File: src/rtl/eth_rx_deframer.sv
// Receive deframer: strips preamble/SFD, forwards frame bytes, reports length and status.
// Define ETH_RX_FCS_CHECK_EN to add CRC-32 checking and FCS stripping via a 4-byte delay line.
module eth_rx_deframer #(
  parameter int MIN_PREAMBLE = 1,
  parameter int MAX_LEN      = 1522
) (
  input  logic        clock,
  input  logic        reset_n,
  input  logic        in_rxen,
  input  logic [7:0]  in_rxd,
  output logic        out_dll_rxen,
  output logic [7:0]  out_dll_rxd,
  output logic        out_frame_done,
  output logic        out_frame_ok,
  output logic [15:0] out_frame_len,
  output logic        out_frame_err
);

  localparam logic [31:0] LP_MIN_PRE = MIN_PREAMBLE;
  localparam logic [31:0] LP_MAX_LEN = MAX_LEN;

  typedef enum logic [1:0] {S_IDLE, S_PRE, S_DATA, S_DROP} state_t;

  state_t      r_state;
  state_t      w_state_next;
  logic [3:0]  r_pre_cnt;
  logic [15:0] r_len;
  logic        r_dll_rxen;
  logic [7:0]  r_dll_rxd;
  logic        r_frame_done;
  logic        r_frame_ok;
  logic [15:0] r_frame_len;
  logic        r_frame_err;

  logic        w_sfd_ok;
  logic        w_sfd;
  logic        w_accept;
  logic        w_done_set;
  logic        w_err_set;
  logic        w_fwd;
  logic [7:0]  w_fwd_byte;
  logic        w_ok;

  assign w_sfd_ok = ({28'd0, r_pre_cnt} >= LP_MIN_PRE);

  always_ff @(posedge clock or negedge reset_n) begin
    if (!reset_n) r_state <= S_IDLE;
    else          r_state <= w_state_next;
  end

  always_comb begin
    w_state_next = r_state;
    unique case (r_state)
      S_IDLE: begin
        if (in_rxen) w_state_next = (in_rxd == 8'h55) ? S_PRE : S_DROP;
      end
      S_PRE: begin
        if (!in_rxen)                       w_state_next = S_IDLE;
        else if (in_rxd == 8'h55)           w_state_next = S_PRE;
        else if (in_rxd == 8'hD5 && w_sfd_ok) w_state_next = S_DATA;
        else                                w_state_next = S_DROP;
      end
      S_DATA: begin
        if (!in_rxen) w_state_next = S_IDLE;
      end
      S_DROP: begin
        if (!in_rxen) w_state_next = S_IDLE;
      end
      default: w_state_next = S_IDLE;
    endcase
  end

  // Error fires on the transition into DROP, or when the wire goes quiet mid-preamble.
  always_comb begin
    w_accept   = (r_state == S_DATA) && in_rxen;
    w_sfd      = (r_state == S_PRE) && (w_state_next == S_DATA);
    w_done_set = (r_state == S_DATA) && !in_rxen;
    w_err_set  = ((r_state == S_PRE) && !in_rxen) ||
                 ((r_state != S_DROP) && (w_state_next == S_DROP));
  end

  always_ff @(posedge clock or negedge reset_n) begin
    if (!reset_n) begin
      r_pre_cnt <= 4'd0;
      r_len     <= 16'd0;
    end else begin
      if (r_state == S_IDLE && w_state_next == S_PRE)
        r_pre_cnt <= 4'd1;
      else if (r_state == S_PRE && w_state_next == S_PRE && r_pre_cnt != 4'hF)
        r_pre_cnt <= r_pre_cnt + 4'd1;

      if (w_sfd)
        r_len <= 16'd0;
      else if (w_accept && r_len != 16'hFFFF)
        r_len <= r_len + 16'd1;
    end
  end

`ifdef ETH_RX_FCS_CHECK_EN
  logic [31:0]     r_crc;
  logic [3:0][7:0] r_dly;

  function automatic logic [31:0] crc_byte(input logic [31:0] c, input logic [7:0] d);
    logic [31:0] v;
    v = c;
    for (int i = 0; i < 8; i++)
      v = (v >> 1) ^ ((v[0] ^ d[i]) ? 32'hEDB88320 : 32'h0);
    return v;
  endfunction

  always_ff @(posedge clock or negedge reset_n) begin
    if (!reset_n) begin
      r_crc <= 32'hFFFFFFFF;
      r_dly <= '0;
    end else begin
      if (w_sfd)
        r_crc <= 32'hFFFFFFFF;
      else if (w_accept)
        r_crc <= crc_byte(r_crc, in_rxd);
      if (w_accept)
        r_dly <= {r_dly[2:0], in_rxd};
    end
  end

  // The oldest delayed byte leaves only once four newer bytes exist, so the FCS never escapes.
  assign w_fwd      = w_accept && (r_len >= 16'd4) && (({16'd0, r_len} - 32'd4) < LP_MAX_LEN);
  assign w_fwd_byte = r_dly[3];
  assign w_ok       = (r_crc == 32'hDEBB20E3) && (r_len >= 16'd4) && ({16'd0, r_len} <= LP_MAX_LEN);
`else
  assign w_fwd      = w_accept && ({16'd0, r_len} < LP_MAX_LEN);
  assign w_fwd_byte = in_rxd;
  assign w_ok       = ({16'd0, r_len} <= LP_MAX_LEN);
`endif

  always_ff @(posedge clock or negedge reset_n) begin
    if (!reset_n) begin
      r_dll_rxen   <= 1'b0;
      r_dll_rxd    <= 8'h00;
      r_frame_done <= 1'b0;
      r_frame_ok   <= 1'b0;
      r_frame_len  <= 16'd0;
      r_frame_err  <= 1'b0;
    end else begin
      r_dll_rxen   <= w_fwd;
      r_dll_rxd    <= w_fwd ? w_fwd_byte : 8'h00;
      r_frame_done <= w_done_set;
      r_frame_ok   <= w_done_set && w_ok;
      r_frame_len  <= w_done_set ? r_len : 16'd0;
      r_frame_err  <= w_err_set;
    end
  end

  assign out_dll_rxen   = r_dll_rxen;
  assign out_dll_rxd    = r_dll_rxd;
  assign out_frame_done = r_frame_done;
  assign out_frame_ok   = r_frame_ok;
  assign out_frame_len  = r_frame_len;
  assign out_frame_err  = r_frame_err;

endmodule

File: config.mk
export PLATFORM = sky130hd
export DESIGN_NAME = eth_rx_deframer
export DESIGN_NICKNAME = d
export VERILOG_FILES = /design/src/rtl/eth_rx_deframer.sv
export SDC_FILE = /design/constraint.sdc
export NUM_CORES = 1
export LEC_CHECK = 0
export CORE_MARGIN = 3
export CORE_UTILIZATION = 41
export CTS_CLUSTER_DIAMETER = 30
export DETAILED_ROUTE_END_ITERATION = 8
export GPL_TIMING_DRIVEN = 1
export SYNTH_ARGS = -nofsm -noshare
export SYNTH_HDL_FRONTEND = slang
export SYNTH_SLANG_ARGS = --single-unit
File: constraint.sdc
create_clock -name clock -period 5.3 [get_ports clock]
set_input_delay 1.06 -clock clock [delete_from_list [all_inputs] [get_ports clock]]
set_output_delay 1.06 -clock clock [all_outputs]
set_load 0.03 [all_outputs]
Where the registers sit:
Scale: 6 px per µm. Other sequential cells in the stronger grey, the rest of the logic in the fainter grey.
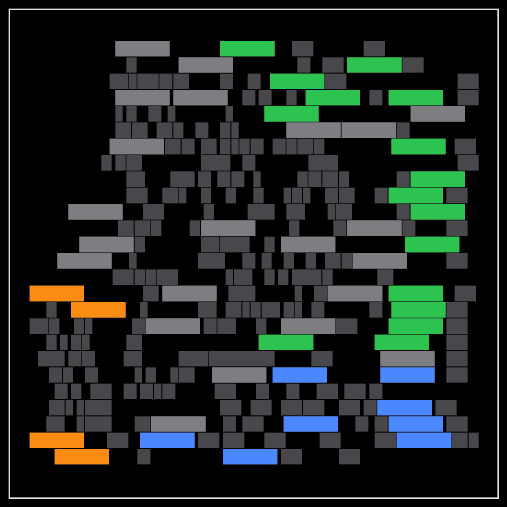
[orange] r_pre_cnt | placed flops: 4
[blue] out_dll_rxd | placed flops: 8
[green] out_frame_len | placed flops: 16
not coloured: 22

Congestion heat map:
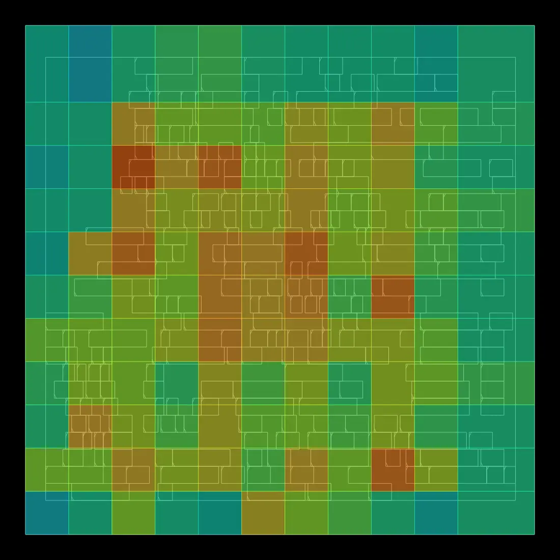
All-Layer GR Usage: 0.158
final core utilization: 0.537
met1 Use GR: 0.232
GR peak layer: met2
routing usage on met2: 0.234

M1 wires:
Scale: 8 px per µm. Supply wires on this layer in grey. Cells faint in the background.
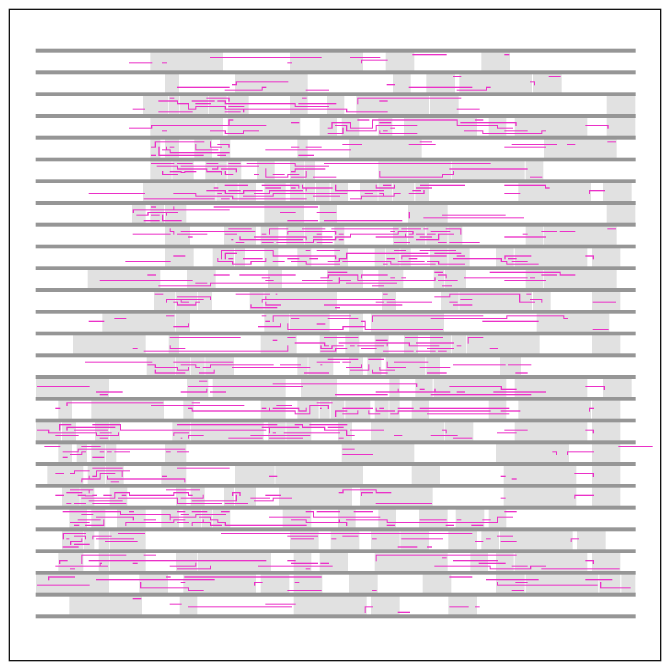
nets with wire on the layer: 238
longest straight run: 31.3 µm
share of all routed wire: 49%
wire length on this layer: 2,290 µm

Metal 3:
Scale: 4 px per µm. Cells faint in the background.
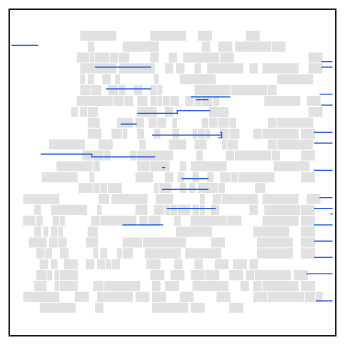
main direction: horizontal
wire length on this layer: 209 µm
longest straight run: 17.2 µm

==> impl_metrics.ini <==
; implementation run metrics
[outcome]
outcome = finished clean

[drt]
ant_nets = 0
routedWlPerCell_um = 14.3
dr.pass1.iters = 4
drc = 0

[final_timing]
setup_viol = 0
slew_headroom = 0.311
fin_crit_sh = 0.622
worstMarginPinSlew_ns = 1.02
fmax_ghz = 0.303
hold_viol_final = 0

[power]
power_w = 0.000852
p_per_area_nw_per_um2 = 299

[setup_path]
reg2regPathDepth = 4
crit_buf_inv = 1
rr_startpoint = r_state[1]$_DFF_PN0_
slowest_delay_ns = 0.82
crit_path_end = r_len[2]$_DFFE_PN0P_
cp_num_cells = 5
setup.worst_path.start_class = input pin
startpoint = in_rxd[4]

[grt]
grt_max_degree = 51
first_global_vias = 1568
grt-ovfl-total = 0

[min_path]
min_path_type = reg2reg
hold_depth = 1
min_to = out_frame_err$_DFF_PN0_
hold_start = r_state[1]$_DFF_PN0_

[die]
pin_count = 39
core_area_um2 = 5300

[yosys]
synth-async-reset-ratio = 1.00
synth-edff-count = 0
avgSynthCellArea_um2 = 10.6
post-synth-top-count-cell = dfrtp_1
area_leaders = dfrtp_1 (54%), and2_1 (6.7%), a21oi_1 (2.8%)
flop_cell = dfrtp_1
synth.largest_area_cell = dfrtp_1
fp_nets = 235

[clocking]
cts_buffers = 5
ctsHoldBuffers = 0

[finish]
stdcell_area_um2 = 2850
fill_cells = 496
lay_top_cells = dfrtp_1 (50), clkdlybuf4s50_1 (37), and2_1 (25)

[job]
warnings = 29
## where the power goes
group          internal [W]  switching, W  total [W]
Clock              0.000141      0.000125   0.000265
Combinational     0.0000581     0.0000708   0.000129
Sequential         0.000410     0.0000483   0.000458
Total              0.000609      0.000244   0.000852
## per-stage QoR
stage / worst slack, ns / utilization / hold slack (ns) / std cells
floorplan: 2.87 / - / 0.478 / 219
global placement: 1.75 / 0.517 / 0.516 / 320
detailed placement: 1.70 / 0.517 / 0.529 / 320
CTS: 2.03 / 0.537 / 0.542 / 328
global route: 1.84 / 0.537 / 0.580 / 328
finish: 2.00 / 0.537 / 0.540 / 328
## logic make-up after synthesis
kind of cell | after synthesis | share of synthesized area
adder cells (fa/ha/maj) | 5 | 0.0270
buffers and inverters | 11 | 0.0275
AND/OR/NAND/NOR | 106 | 0.272
multiplexers | 4 | 0.0173
AND-OR/OR-AND | 43 | 0.117
flip-flops | 50 | 0.539
## routing by layer
layer | share of wire | track usage | wire length [µm] | vias to the layer above
li1 | - | - | - | 884
met1 | 0.49 | 0.232 | 2290 | 836
met2 | 0.45 | 0.234 | 2120 | 40
met3 | 0.044 | 0.0333 | 208 | 6
met4 | 0.012 | 0.0456 | 56 | 0
met5 | 0 | 0 | 0 | -
## area by class of cell
class                   count  area, µm²  area share
flip-flops and latches     50       1250       0.439
multi-input cells         158       1010       0.353
repair buffers             39        383       0.134
well taps                  70       87.6      0.0307
clock buffers               6       72.6      0.0255
clock inverters             2       37.5      0.0132
inverters                   3       11.3     0.00395
## sequential cells by signal (all words and copies together) (netlist names)
signal,cells
r_len,16
out_dll_rxd,8
out_dll_rxen,1
r_pre_cnt,4
out_frame_err,1
out_frame_ok,1
out_frame_len,16
r_state,2
out_frame_done,1
Power figures rest on the tool's default switching activity, not on a simulated workload.
